==> images/gates.png <==
Drawn at 8 px/um.
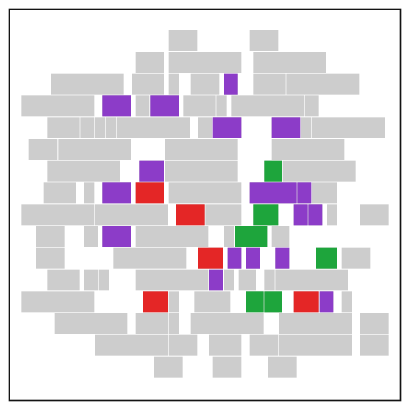
==> images/class_map.png <==
Drawn at 8 px/um. Fill, decap, tap and diode cells in grey.
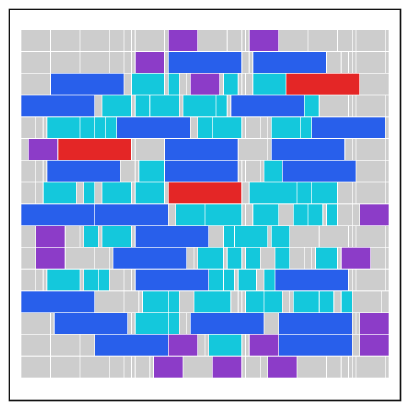
==> images/sizing.png <==
Drawn at 8 px/um.
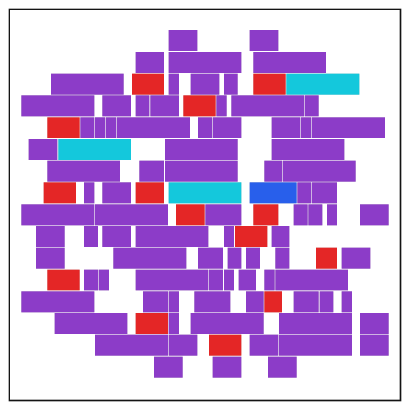
==> images/congestion_map.png <==
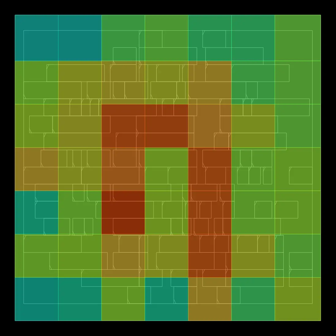
==> images/m3.png <==
Drawn at 10 px/um.
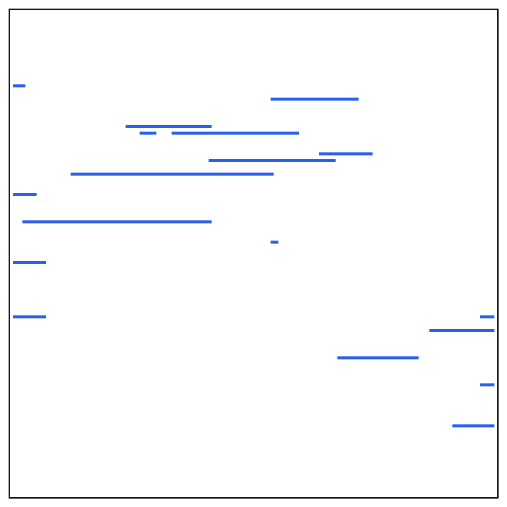
==> src/rtl/msrr8_pkg.sv <==
// Shared encodings for the msrr8 serial feeder: downstream sel modes,
// feeder FSM states and the default byte width.
package msrr8_pkg;

    localparam int DEF_WIDTH = 8;

    localparam logic [1:0] SEL_HOLD = 2'b00;
    localparam logic [1:0] SEL_SHR  = 2'b11;
    localparam logic [1:0] SEL_SHL  = 2'b10;

    typedef enum logic {
        IDLE  = 1'b0,
        SHIFT = 1'b1
    } state_t;

endpackage

==> src/rtl/msrr8_serial_feeder_byte_hold_buf.sv <==
// Single-entry holding register in front of the feeder's shifter.
module byte_hold_buf #(
    parameter int WIDTH = 8
) (
    input  logic             clk,
    input  logic             rst,
    input  logic [WIDTH-1:0] din,
    input  logic             din_valid,
    input  logic             pop,
    input  logic             bypass,
    output logic             din_ready,
    output logic [WIDTH-1:0] hold,
    output logic             hold_full
);

    logic push;

    // A pop on this edge frees the slot, so a new byte may land in it on the same edge.
    assign din_ready = !hold_full || pop;
    assign push      = din_valid && din_ready && !bypass;

    always_ff @(posedge clk or negedge rst) begin
        if (!rst) begin
            hold      <= '0;
            hold_full <= 1'b0;
        end else if (push) begin
            hold      <= din;
            hold_full <= 1'b1;
        end else if (pop) begin
            hold_full <= 1'b0;
        end
    end

endmodule

==> src/rtl/msrr8_serial_feeder.sv <==
// Serializes parallel bytes into the msrr8latch Sin/sel inputs; optional MSB_FIRST_EN
// sends MSB first using the shift-left mode instead of LSB first with shift-right.
//
// state | meaning
// IDLE  | no byte shifting; sel=HOLD, sin=0
// SHIFT | one bit per clock; cnt counts bits already presented
module msrr8_serial_feeder
    import msrr8_pkg::*;
#(
    parameter int WIDTH = DEF_WIDTH
) (
    input  logic             clk,
    input  logic             rst,
    input  logic [WIDTH-1:0] din,
    input  logic             din_valid,
    output logic             din_ready,
    output logic             sin,
    output logic [1:0]       sel,
    output logic             po_valid,
    output logic             busy
);

    localparam int            CW   = $clog2(WIDTH);
    localparam logic [CW-1:0] LAST = CW'(WIDTH - 1);

    state_t           state, state_nxt;
    logic [CW-1:0]    cnt, cnt_nxt;
    logic [WIDTH-1:0] sh, sh_nxt, sh_adv, hold, load_byte;
    logic [1:0]       sel_nxt;
    logic             hold_full, hold_full_nxt;
    logic             term, pop, bypass, accept;
    logic             po_valid_nxt, busy_nxt;

`ifdef MSB_FIRST_EN
    localparam logic [1:0] SEL_RUN = SEL_SHL;
    localparam int         FIRST   = WIDTH - 1;
    assign sh_adv = {sh[WIDTH-2:0], 1'b0};
`else
    localparam logic [1:0] SEL_RUN = SEL_SHR;
    localparam int         FIRST   = 0;
    assign sh_adv = {1'b0, sh[WIDTH-1:1]};
`endif

    // The bit on the wire is the flop at the head of the shifter.
    assign sin = sh[FIRST];

    byte_hold_buf #(.WIDTH(WIDTH)) u_hold (
        .clk       (clk),
        .rst       (rst),
        .din       (din),
        .din_valid (din_valid),
        .pop       (pop),
        .bypass    (bypass),
        .din_ready (din_ready),
        .hold      (hold),
        .hold_full (hold_full)
    );

    always_comb begin
        term      = (state == SHIFT) && (cnt == LAST);
        pop       = hold_full && ((state == IDLE) || term);
        accept    = din_valid && din_ready;
        // An empty buffer on the last shift edge: feed the new byte straight to the shifter.
        bypass    = term && !hold_full && accept;
        load_byte = pop ? hold : din;

        state_nxt    = state;
        cnt_nxt      = cnt;
        sh_nxt       = sh;
        sel_nxt      = sel;
        po_valid_nxt = term;

        case (state)
            IDLE: begin
                if (pop) begin
                    state_nxt = SHIFT;
                    cnt_nxt   = '0;
                    sh_nxt    = load_byte;
                    sel_nxt   = SEL_RUN;
                end
            end
            SHIFT: begin
                if (term && (pop || bypass)) begin
                    cnt_nxt = '0;
                    sh_nxt  = load_byte;
                    sel_nxt = SEL_RUN;
                end else if (term) begin
                    state_nxt = IDLE;
                    cnt_nxt   = '0;
                    sh_nxt    = '0;
                    sel_nxt   = SEL_HOLD;
                end else begin
                    cnt_nxt = cnt + CW'(1);
                    sh_nxt  = sh_adv;
                end
            end
            default: begin
                state_nxt = IDLE;
            end
        endcase

        hold_full_nxt = (accept && !bypass) || (hold_full && !pop);
        busy_nxt      = (state_nxt == SHIFT) || hold_full_nxt;
    end

    always_ff @(posedge clk or negedge rst) begin
        if (!rst) begin
            state    <= IDLE;
            cnt      <= '0;
            sh       <= '0;
            sel      <= SEL_HOLD;
            po_valid <= 1'b0;
            busy     <= 1'b0;
        end else begin
            state    <= state_nxt;
            cnt      <= cnt_nxt;
            sh       <= sh_nxt;
            sel      <= sel_nxt;
            po_valid <= po_valid_nxt;
            busy     <= busy_nxt;
        end
    end

endmodule

==> config.mk <==
export PLATFORM = sky130hd
export DESIGN_NAME = msrr8_serial_feeder
export DESIGN_NICKNAME = d
export VERILOG_FILES = /design/src/rtl/msrr8_pkg.sv /design/src/rtl/msrr8_serial_feeder_byte_hold_buf.sv /design/src/rtl/msrr8_serial_feeder.sv
export SDC_FILE = /design/constraint.sdc
export NUM_CORES = 1
export LEC_CHECK = 0
export CORE_UTILIZATION = 50
export CTS_BUF_LIST = sky130_fd_sc_hd__clkbuf_16
export DETAILED_ROUTE_END_ITERATION = 16
export GPL_ROUTABILITY_DRIVEN = 0
export PLACE_DENSITY = 0.75
export RECOVER_POWER = 25
export SYNTH_ARGS = -nofsm -noshare
export SYNTH_HDL_FRONTEND = slang
export SYNTH_SLANG_ARGS = --single-unit
==> constraint.sdc <==
create_clock -name clk -period 4.4 [get_ports clk]
set_input_delay 0.44 -clock clk [delete_from_list [all_inputs] [get_ports clk]]
set_output_delay 0.44 -clock clk [all_outputs]
set_load 0.1 [all_outputs]
==> reports/notes.md <==
## Setup path
• number of buffers and inverters on the critical path: 1
• CP Data Required Time: 3960 ps

## GRT
• number of antenna violations at the first check in global routing: 0
• via count of the first global-routing pass: 751
• overflow left after global routing: 0
• Top Usage Layer GRT: met2

## Layout
• count of fill cells added during filler insertion: 161
• area of the multi-input gates: 430 um^2
• count of nets after finishing: 119
• Inverters, non-clock: 3

## Synth
• dominant cell type by area after synthesis: sky130_fd_sc_hd__dfrtp_1
• post-synthesis cell count from yosys: 92
• Post-synth EDFFs: 0
• simple-gate portion of the synthesized area: 11.9%
• Dominant flop cell: sky130_fd_sc_hd__dfrtp_1
• part of the Yosys area used for sequential elements: 55.0%
• XOR Share, Synth: 0.803%
• distinct cell type count after synthesis: 31
• multiplexer area fraction after synthesis: 8.26%
• Synth top cells by count: 24 x sky130_fd_sc_hd__dfrtp_1, 9 x sky130_fd_sc_hd__nand2_1, 8 x sky130_fd_sc_hd__mux2_2, 6 x sky130_fd_sc_hd__a222oi_1, 6 x sky130_fd_sc_hd__nand3_1

## Routing
• Wirelength per Cell: 15.7 um
• residual DRC count: 0
• post-detailed-route via-to-cell ratio: 5.89
• routed wire length on met2: 949 um

## Die
• fp util: 54.5%

## Power and ir drop
• power density over the cells: 399 mW/mm^2
• share of total power in sequential cells: 50.1%
• combinational share of power: 13.6%
• clock network fraction of total power: 36.3%
• Max power group: registers
• static leakage power: 0.560 nW

## Clocking
• sink count of the clock tree: 24
• later-pin clock latency in the skew report: 250 ps
• H-tree levels: 1

## Place
• placement-stage cell area: 0.00124 mm^2
• placed instance count: 128

## Job
• number of max-cap violations: 0

## Outcome
• outcome: finished, final reports clean

## Final timing
• headroom to the max-slew limit: 29.2%
• Final Setup Violations: 0
• Slew Viols, Final: 0
• final sum of negative setup slack: 0 ps
• final setup skew: 2.45 ps

Back to the opening pictures, gates.png:
purple -> aoi and oai cells  # cells 17
green -> and/or cells  # cells 6
red -> non-inverting ao/oa cells  # cells 5

Back to the opening pictures, class_map.png:
blue -> sequential cells  # cells 24
cyan -> remaining logic cells  # cells 61
red -> clock-net drivers  # cells 3
purple -> remaining buffers and delay cells  # cells 16
core footprint: 0.00200 mm^2
cell area after layout: 0.00131 mm^2
proportion of cell area occupied by registers: 45.8%

Back to the opening pictures, sizing.png:
blue -> x3 and x4  # cells 1, share 0.96%
purple -> x1 and smaller  # cells 86, share 83%
cyan -> x6 and larger  # cells 3, share 2.9%
red -> x2  # cells 14, share 13%
final worst-path setup slack: 1360 ps
area growth from synthesis to layout: 20.2%
number of buffers outside the clock class in the layout: 16

Back to the opening pictures, congestion_map.png:
GRT met3 Usage: 6.60%
global routing met2 resource utilization: 32.2%

Back to the opening pictures, m3.png:
longest straight run = 20.0 um
wire length on this layer = 116 um
share of all routed wire = 5.7%
main direction = horizontal
nets with wire on the layer = 13

[stage by stage]
step / hold WS [ps] / setup WS, ps
floorplan: 144 / 2210
global placement: 483 / 1670
detailed placement: 491 / 1630
CTS: 506 / 1350
global route: 517 / 1240
finish: 498 / 1360
[worst register-to-register path, cell delays in order (launching register included)]
cell,delay (ps)
sky130_fd_sc_hd__dfrtp_1,390
sky130_fd_sc_hd__ha_1,210
sky130_fd_sc_hd__ha_1,260
sky130_fd_sc_hd__xnor2_1,190
sky130_fd_sc_hd__o21ai_4,330
sky130_fd_sc_hd__mux2_2,390
[layout by cell type, fill, tap and decap left out, types with 2 or more instances in the layout]
master	instances
sky130_fd_sc_hd__a21oi_1	5
sky130_fd_sc_hd__a222oi_1	6
sky130_fd_sc_hd__a22o_2	2
sky130_fd_sc_hd__clkbuf_16	3
sky130_fd_sc_hd__clkdlybuf4s50_1	14
sky130_fd_sc_hd__dfrtp_1	24
sky130_fd_sc_hd__dlygate4sd3_1	2
sky130_fd_sc_hd__ha_1	2
sky130_fd_sc_hd__inv_1	3
sky130_fd_sc_hd__mux2_2	8
sky130_fd_sc_hd__nand2_1	9
sky130_fd_sc_hd__nand3_1	6
sky130_fd_sc_hd__nor2_1	2
sky130_fd_sc_hd__o21ai_0	4
[final timing paths]
kind                            slack [ps]            from  depth (start not counted)        endpoint
max in group asynchronous             2930             rst                          1           sh[4]
worst min-delay path                   500  u_hold.hold[1]                          2           sh[1]
worst max register to register        2520          cnt[0]                          5  u_hold.hold[4]
min in group asynchronous              830             rst                          1          sel[0]
worst max-delay path                  1360          cnt[0]                          5       din_ready
worst min register to register         500  u_hold.hold[1]                          2           sh[1]
Power figures rest on the tool's default switching activity, not on a simulated workload.
